**config.mk**
```make
export PLATFORM = sky130hd
export DESIGN_NAME = elevator_ctrl
export DESIGN_NICKNAME = d
export VERILOG_FILES = /design/src/rtl/elevator_ctrl.sv
export SDC_FILE = /design/constraint.sdc
export NUM_CORES = 1
export LEC_CHECK = 0
export ABC_AREA = 1
export CAP_MARGIN = 20
export CORE_MARGIN = 1.5
export CORE_UTILIZATION = 35
export DETAILED_ROUTE_END_ITERATION = 8
export PLACE_DENSITY_LB_ADDON = 0.08
export SLEW_MARGIN = 10
export SYNTH_ARGS = -nofsm -noshare
export SYNTH_HDL_FRONTEND = slang
export SYNTH_SLANG_ARGS = --single-unit
```
**constraint.sdc**
```tcl
create_clock -name clk -period 2.1 [get_ports clk]
set_input_delay 0.21 -clock clk [delete_from_list [all_inputs] [get_ports clk]]
set_output_delay 0.21 -clock clk [all_outputs]
set_load 0.05 [all_outputs]
```
**src/rtl/elevator_ctrl.sv**
```systemverilog
// elevator_ctrl: SCAN (collective) elevator scheduler.
//
// Button presses are synchronised, edge-detected and latched as pending
// calls. A single FSM serves them in SCAN order: it keeps travelling in the
// current direction while calls remain ahead, then reverses. Floor travel
// and door dwell are timed by internal cycle counters.
//
// Ports:
//   clk          system clock, rising edge
//   nrst         asynchronous active-low reset
//   req          raw asynchronous floor-call buttons, active-high level
//   floor        current floor index (binary)
//   moving_up    motor up command   (state == MOVE_UP)
//   moving_down  motor down command (state == MOVE_DOWN)
//   door_open    door open command  (state == DOOR_OPEN)
//   pending      latched outstanding calls, one bit per floor
//   dbg_state    raw FSM state for observation (0 idle, 1 up, 2 down, 3 door)

module elevator_ctrl #(
  parameter int NUM_FLOORS  = 4,
  parameter int FLOOR_TICKS = 12000000,
  parameter int DOOR_TICKS  = 36000000,
  localparam int FW = (NUM_FLOORS > 1) ? $clog2(NUM_FLOORS) : 1
) (
  input  logic                  clk,
  input  logic                  nrst,
  input  logic [NUM_FLOORS-1:0] req,
  output logic [FW-1:0]         floor,
  output logic                  moving_up,
  output logic                  moving_down,
  output logic                  door_open,
  output logic [NUM_FLOORS-1:0] pending,
  output logic [1:0]            dbg_state
);

  typedef enum logic [1:0] {
    S_IDLE      = 2'd0,
    S_MOVE_UP   = 2'd1,
    S_MOVE_DOWN = 2'd2,
    S_DOOR_OPEN = 2'd3
  } state_t;

  // One timer width covers both travel and door dwell counts.
  localparam int TMAX = (FLOOR_TICKS > DOOR_TICKS) ? FLOOR_TICKS : DOOR_TICKS;
  localparam int TW   = $clog2(TMAX + 1);
  localparam logic [TW-1:0] FLOOR_LAST = TW'(FLOOR_TICKS - 1);
  localparam logic [TW-1:0] DOOR_LAST  = TW'(DOOR_TICKS - 1);

  // Input path registers
  logic [NUM_FLOORS-1:0] r_sync1;
  logic [NUM_FLOORS-1:0] r_sync2;
  logic [NUM_FLOORS-1:0] r_prev;

  // Scheduler state
  state_t                r_state;
  logic [FW-1:0]         r_floor;
  logic                  r_dir_up;
  logic [TW-1:0]         r_travel_cnt;
  logic [TW-1:0]         r_door_cnt;
  logic [NUM_FLOORS-1:0] r_pending;

  // Combinational helpers
  logic [NUM_FLOORS-1:0] w_edge;
  logic [NUM_FLOORS-1:0] w_here_mask;
  logic [NUM_FLOORS-1:0] w_up_mask;
  logic [NUM_FLOORS-1:0] w_dn_mask;
  logic [NUM_FLOORS-1:0] w_set;
  logic [NUM_FLOORS-1:0] w_clr;
  logic                  w_above;
  logic                  w_below;
  logic                  w_above_next;
  logic                  w_below_next;
  logic                  w_pend_here;
  logic                  w_pend_up;
  logic                  w_pend_dn;
  logic                  w_in_door;
  logic                  w_door_hit;
  logic                  w_travel_done;
  logic                  w_door_done;

  // ---------------------------------------------------------------------
  // Input path: two-flop synchroniser plus a previous-value flop, so a held
  // button yields exactly one rising-edge pulse.
  // ---------------------------------------------------------------------
  always_ff @(posedge clk or negedge nrst) begin
    if (!nrst) begin
      r_sync1 <= '0;
      r_sync2 <= '0;
      r_prev  <= '0;
    end else begin
      r_sync1 <= req;
      r_sync2 <= r_sync1;
      r_prev  <= r_sync2;
    end
  end

  assign w_edge = r_sync2 & ~r_prev;

  // ---------------------------------------------------------------------
  // Floor-relative decodes. Loops compare indices as integers so no vector
  // is ever indexed outside its range at the top or bottom floor.
  // "next" variants look from the floor the car is about to arrive at.
  // ---------------------------------------------------------------------
  always_comb begin
    w_above      = 1'b0;
    w_below      = 1'b0;
    w_above_next = 1'b0;
    w_below_next = 1'b0;
    w_pend_here  = 1'b0;
    w_pend_up    = 1'b0;
    w_pend_dn    = 1'b0;
    w_here_mask  = '0;
    w_up_mask    = '0;
    w_dn_mask    = '0;
    for (int i = 0; i < NUM_FLOORS; i++) begin
      if (i > int'(r_floor))     w_above      = w_above      | r_pending[i];
      if (i < int'(r_floor))     w_below      = w_below      | r_pending[i];
      if (i > int'(r_floor) + 1) w_above_next = w_above_next | r_pending[i];
      if (i < int'(r_floor) - 1) w_below_next = w_below_next | r_pending[i];
      if (i == int'(r_floor)) begin
        w_pend_here    = r_pending[i];
        w_here_mask[i] = 1'b1;
      end
      if (i == int'(r_floor) + 1) begin
        w_pend_up    = r_pending[i];
        w_up_mask[i] = 1'b1;
      end
      if (i == int'(r_floor) - 1) begin
        w_pend_dn    = r_pending[i];
        w_dn_mask[i] = 1'b1;
      end
    end
  end

  assign w_in_door     = (r_state == S_DOOR_OPEN);
  assign w_travel_done = (r_travel_cnt == FLOOR_LAST);
  assign w_door_done   = (r_door_cnt == DOOR_LAST);

  // A press at the floor whose door is already open extends the dwell
  // instead of registering a new call.
  assign w_door_hit = w_in_door & (|(w_edge & w_here_mask));
  assign w_set      = w_edge & ~(w_in_door ? w_here_mask : '0);

  // Clear the call of the floor being served on the cycle the FSM moves
  // into DOOR_OPEN there.
  always_comb begin
    w_clr = '0;
    case (r_state)
      S_IDLE:      if (w_pend_here)                 w_clr = w_here_mask;
      S_MOVE_UP:   if (w_travel_done && w_pend_up)  w_clr = w_up_mask;
      S_MOVE_DOWN: if (w_travel_done && w_pend_dn)  w_clr = w_dn_mask;
      default:     w_clr = '0;
    endcase
  end

  // Clear wins over a simultaneous set.
  always_ff @(posedge clk or negedge nrst) begin
    if (!nrst) begin
      r_pending <= '0;
    end else begin
      r_pending <= (r_pending | w_set) & ~w_clr;
    end
  end

  // ---------------------------------------------------------------------
  // Scheduler FSM. Each timer is held at 0 outside its own state.
  // ---------------------------------------------------------------------
  always_ff @(posedge clk or negedge nrst) begin
    if (!nrst) begin
      r_state      <= S_IDLE;
      r_floor      <= '0;
      r_dir_up     <= 1'b1;
      r_travel_cnt <= '0;
      r_door_cnt   <= '0;
    end else begin
      case (r_state)
        S_IDLE: begin
          r_travel_cnt <= '0;
          r_door_cnt   <= '0;
          if (w_pend_here) begin
            r_state <= S_DOOR_OPEN;
          end else if (w_above && (r_dir_up || !w_below)) begin
            r_state  <= S_MOVE_UP;
            r_dir_up <= 1'b1;
          end else if (w_below) begin
            r_state  <= S_MOVE_DOWN;
            r_dir_up <= 1'b0;
          end
        end

        S_MOVE_UP: begin
          r_door_cnt <= '0;
          if (w_travel_done) begin
            r_travel_cnt <= '0;
            r_floor      <= r_floor + 1'b1;
            if (w_pend_up)         r_state <= S_DOOR_OPEN;
            else if (w_above_next) r_state <= S_MOVE_UP;
            else                   r_state <= S_IDLE;
          end else begin
            r_travel_cnt <= r_travel_cnt + 1'b1;
          end
        end

        S_MOVE_DOWN: begin
          r_door_cnt <= '0;
          if (w_travel_done) begin
            r_travel_cnt <= '0;
            r_floor      <= r_floor - 1'b1;
            if (w_pend_dn)         r_state <= S_DOOR_OPEN;
            else if (w_below_next) r_state <= S_MOVE_DOWN;
            else                   r_state <= S_IDLE;
          end else begin
            r_travel_cnt <= r_travel_cnt + 1'b1;
          end
        end

        S_DOOR_OPEN: begin
          r_travel_cnt <= '0;
          if (w_door_hit) begin
            r_door_cnt <= '0;
          end else if (w_door_done) begin
            r_door_cnt <= '0;
            r_state    <= S_IDLE;
          end else begin
            r_door_cnt <= r_door_cnt + 1'b1;
          end
        end

        default: begin
          r_state      <= S_IDLE;
          r_travel_cnt <= '0;
          r_door_cnt   <= '0;
        end
      endcase
    end
  end

  assign floor       = r_floor;
  assign moving_up   = (r_state == S_MOVE_UP);
  assign moving_down = (r_state == S_MOVE_DOWN);
  assign door_open   = (r_state == S_DOOR_OPEN);
  assign pending     = r_pending;
  assign dbg_state   = r_state;

endmodule

```
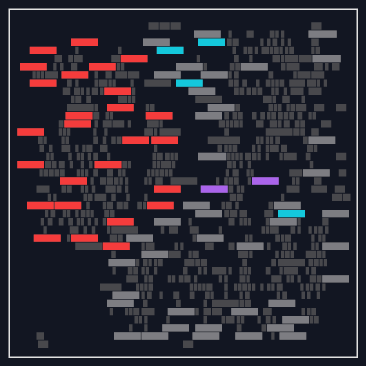
**Above:** sequential cells coloured by netlist name.
Drawn at 3 px/micron.
netlist name	colour	sequential cells
r_travel_cnt	red	26
dbg_state	purple	2
r_sync2	cyan	4
not coloured	41
Sequential Area: 0.00183 sq mm
sequential portion of the cell area: 35.6%

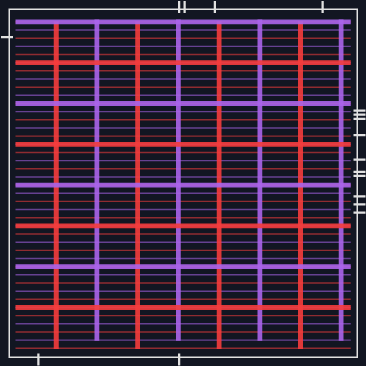
**Above:** power grid.
Drawn at 3 px/micron. Pins as bars on the die edge.
net	colour
VSS	red
VDD	purple
met1 rails	41
signal pins	17
rows	40
met4 straps	8
met5 straps	8

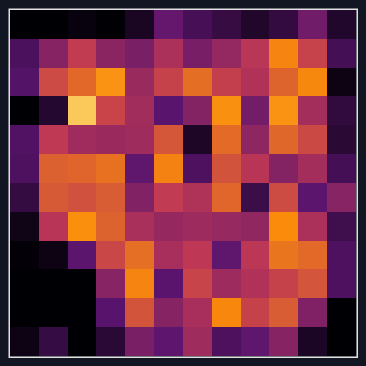
**Above:** placement density heat map.
Drawn at 3 px/micron. 12 x 12 tiles, from black (low) to pale yellow (high), 0 to 100% covered.
tiles over 75% full	3.5%
nearly empty tiles	9.7%
emptiest ninth of the die	bottom left
post-layout utilization of the core: 42.3%
CORE AREA: 0.0122 sq mm
core utilization at floorplan: 36.4%

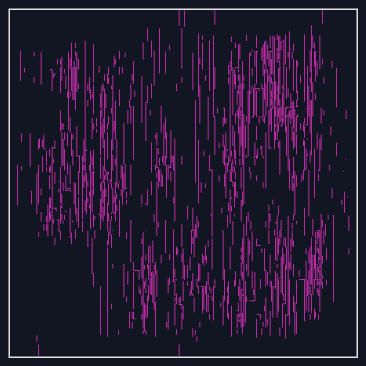
**Above:** the metal 2 layer.
Drawn at 3 px/micron.
nets with wire on the layer	497
longest straight run	46.9 microns
main direction	vertical
wire length on this layer	4760 microns
share of all routed wire	45%

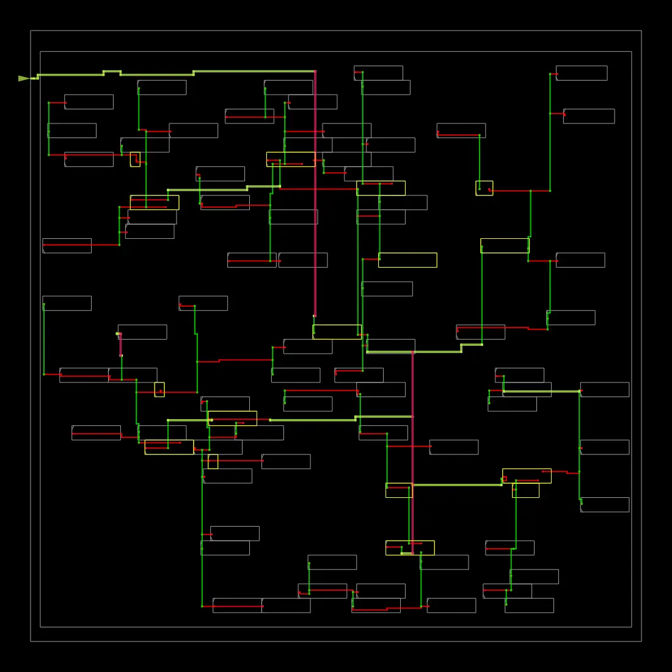
**Above:** the clock network.
number of buffers created by CTS: 9
total number of sequential cells: 73
clock tree skew after final layout: 0.00954 ns

==> commit_impl_results.txt <==
Record implementation results from latest flow run

- The layout contains a multi-input combinational cell count of 420.
- Leading post-synthesis cells by instance count: sky130_fd_sc_hd__nand2_1, sky130_fd_sc_hd__inv_1, sky130_fd_sc_hd__nor2_1
- The tree is rooted in a sky130_fd_sc_hd__clkbuf_16.
- Top routing layer used: met4
* Multiplexer share of the synthesized area: 0%
- Count of yosys warnings during synthesis: 0
- Yosys attributes the largest share of cell area to sky130_fd_sc_hd__dfrtp_1, sky130_fd_sc_hd__nand2_1, sky130_fd_sc_hd__inv_1.
- The floorplan step set the die width to 115 microns.
* Worst r2r dst: dbg_state[1]$_DFFE_PN0P_
- OpenSTA lists the critical path startpoint as pending[2]$_DFF_PN0_.
- Mean number of vias per cell: 4.82
- The flow ran to the end, and the final reports show no timing, DRC or antenna violations.
- Overflow after GRT: 0
- In the final layout, the share of cells above drive strength 1 is 11.5%.
* Overall Global Routing Usage: 17.4%
* Internal power: 2840 uW
* Summed standard-cell area reported by yosys: 0.00443 sq mm
* Flops & latches, synth: 73
* Adders+Majority by Area: 3.96%
- Row Count: 40
* Hold Path Class: input pin to flop
- For hold timing, the worst endpoint is r_sync1[3]$_DFF_PN0_.
* CTS max path bufs: 2
* Crit path buf inv count: 1
- Metal3 WL: 449 microns
- Maximum number of pins on one net before global-route repair: 39
- A synthesized cell averages 7.47 sq um.
cell usage in the layout, fill, tap and decap left out, drive strengths merged:
| master | synthesis | layout |
|---|---|---|
| clkinv | 0 | 4 |
| nor4 | 2 | 2 |
| buf | 6 | 12 |
| o211a | 1 | 1 |
| bufinv | 0 | 1 |
| clkdlybuf4s50 | 0 | 12 |
| nand4 | 12 | 12 |
| nor3 | 28 | 28 |
| dfrtp | 72 | 72 |
| inv | 94 | 94 |
| o211ai | 3 | 3 |
| xor2 | 16 | 16 |
| dlygate4sd3 | 0 | 1 |
| nand2 | 128 | 128 |
| clkbuf | 0 | 11 |
| o21a | 3 | 3 |
| a31oi | 4 | 4 |
| a21o | 2 | 2 |
| or2 | 1 | 1 |
| a21oi | 27 | 27 |
| nor2 | 96 | 96 |
| nor3b | 2 | 2 |
| and3 | 1 | 1 |
| o21ai | 21 | 21 |
| ha | 14 | 14 |
| a211oi | 1 | 1 |
| dfstp | 1 | 1 |
| nand3 | 55 | 55 |
| xnor2 | 2 | 2 |
| o22ai | 1 | 1 |
per-stage QoR:
stage / hold slack, ns / util (%) / total power (uW)
final: 0.309 / 42.3 / 4410
after global routing: 0.309 / 42.3 / 4680
after CTS: 0.296 / 42.2 / 4470
after detailed placement: 0.235 / 39.6 / 2850
after global placement: 0.229 / 39.6 / 2860
after floorplan: -0.0856 / - / 2460
what timing repair did:
item,CTS,global route
setup buffers,0,1
resized,0,4
endpoints found under the hold margin,37,0
hold buffers,1,0
endpoints found under the setup margin,0,8
power groups by stage:
stage          Clock, uW  Sequential (uW)  Combinational [uW]
6_report            1580             1580                1260
5_1_grt             1700             1590                1400
4_1_cts             1640             1570                1260
3_5_place_dp           0             1600                1250
3_3_place_gp           0             1600                1260
2_1_floorplan          0             1670                 790
No activity file was given, so power comes from the tool's default toggle rates.
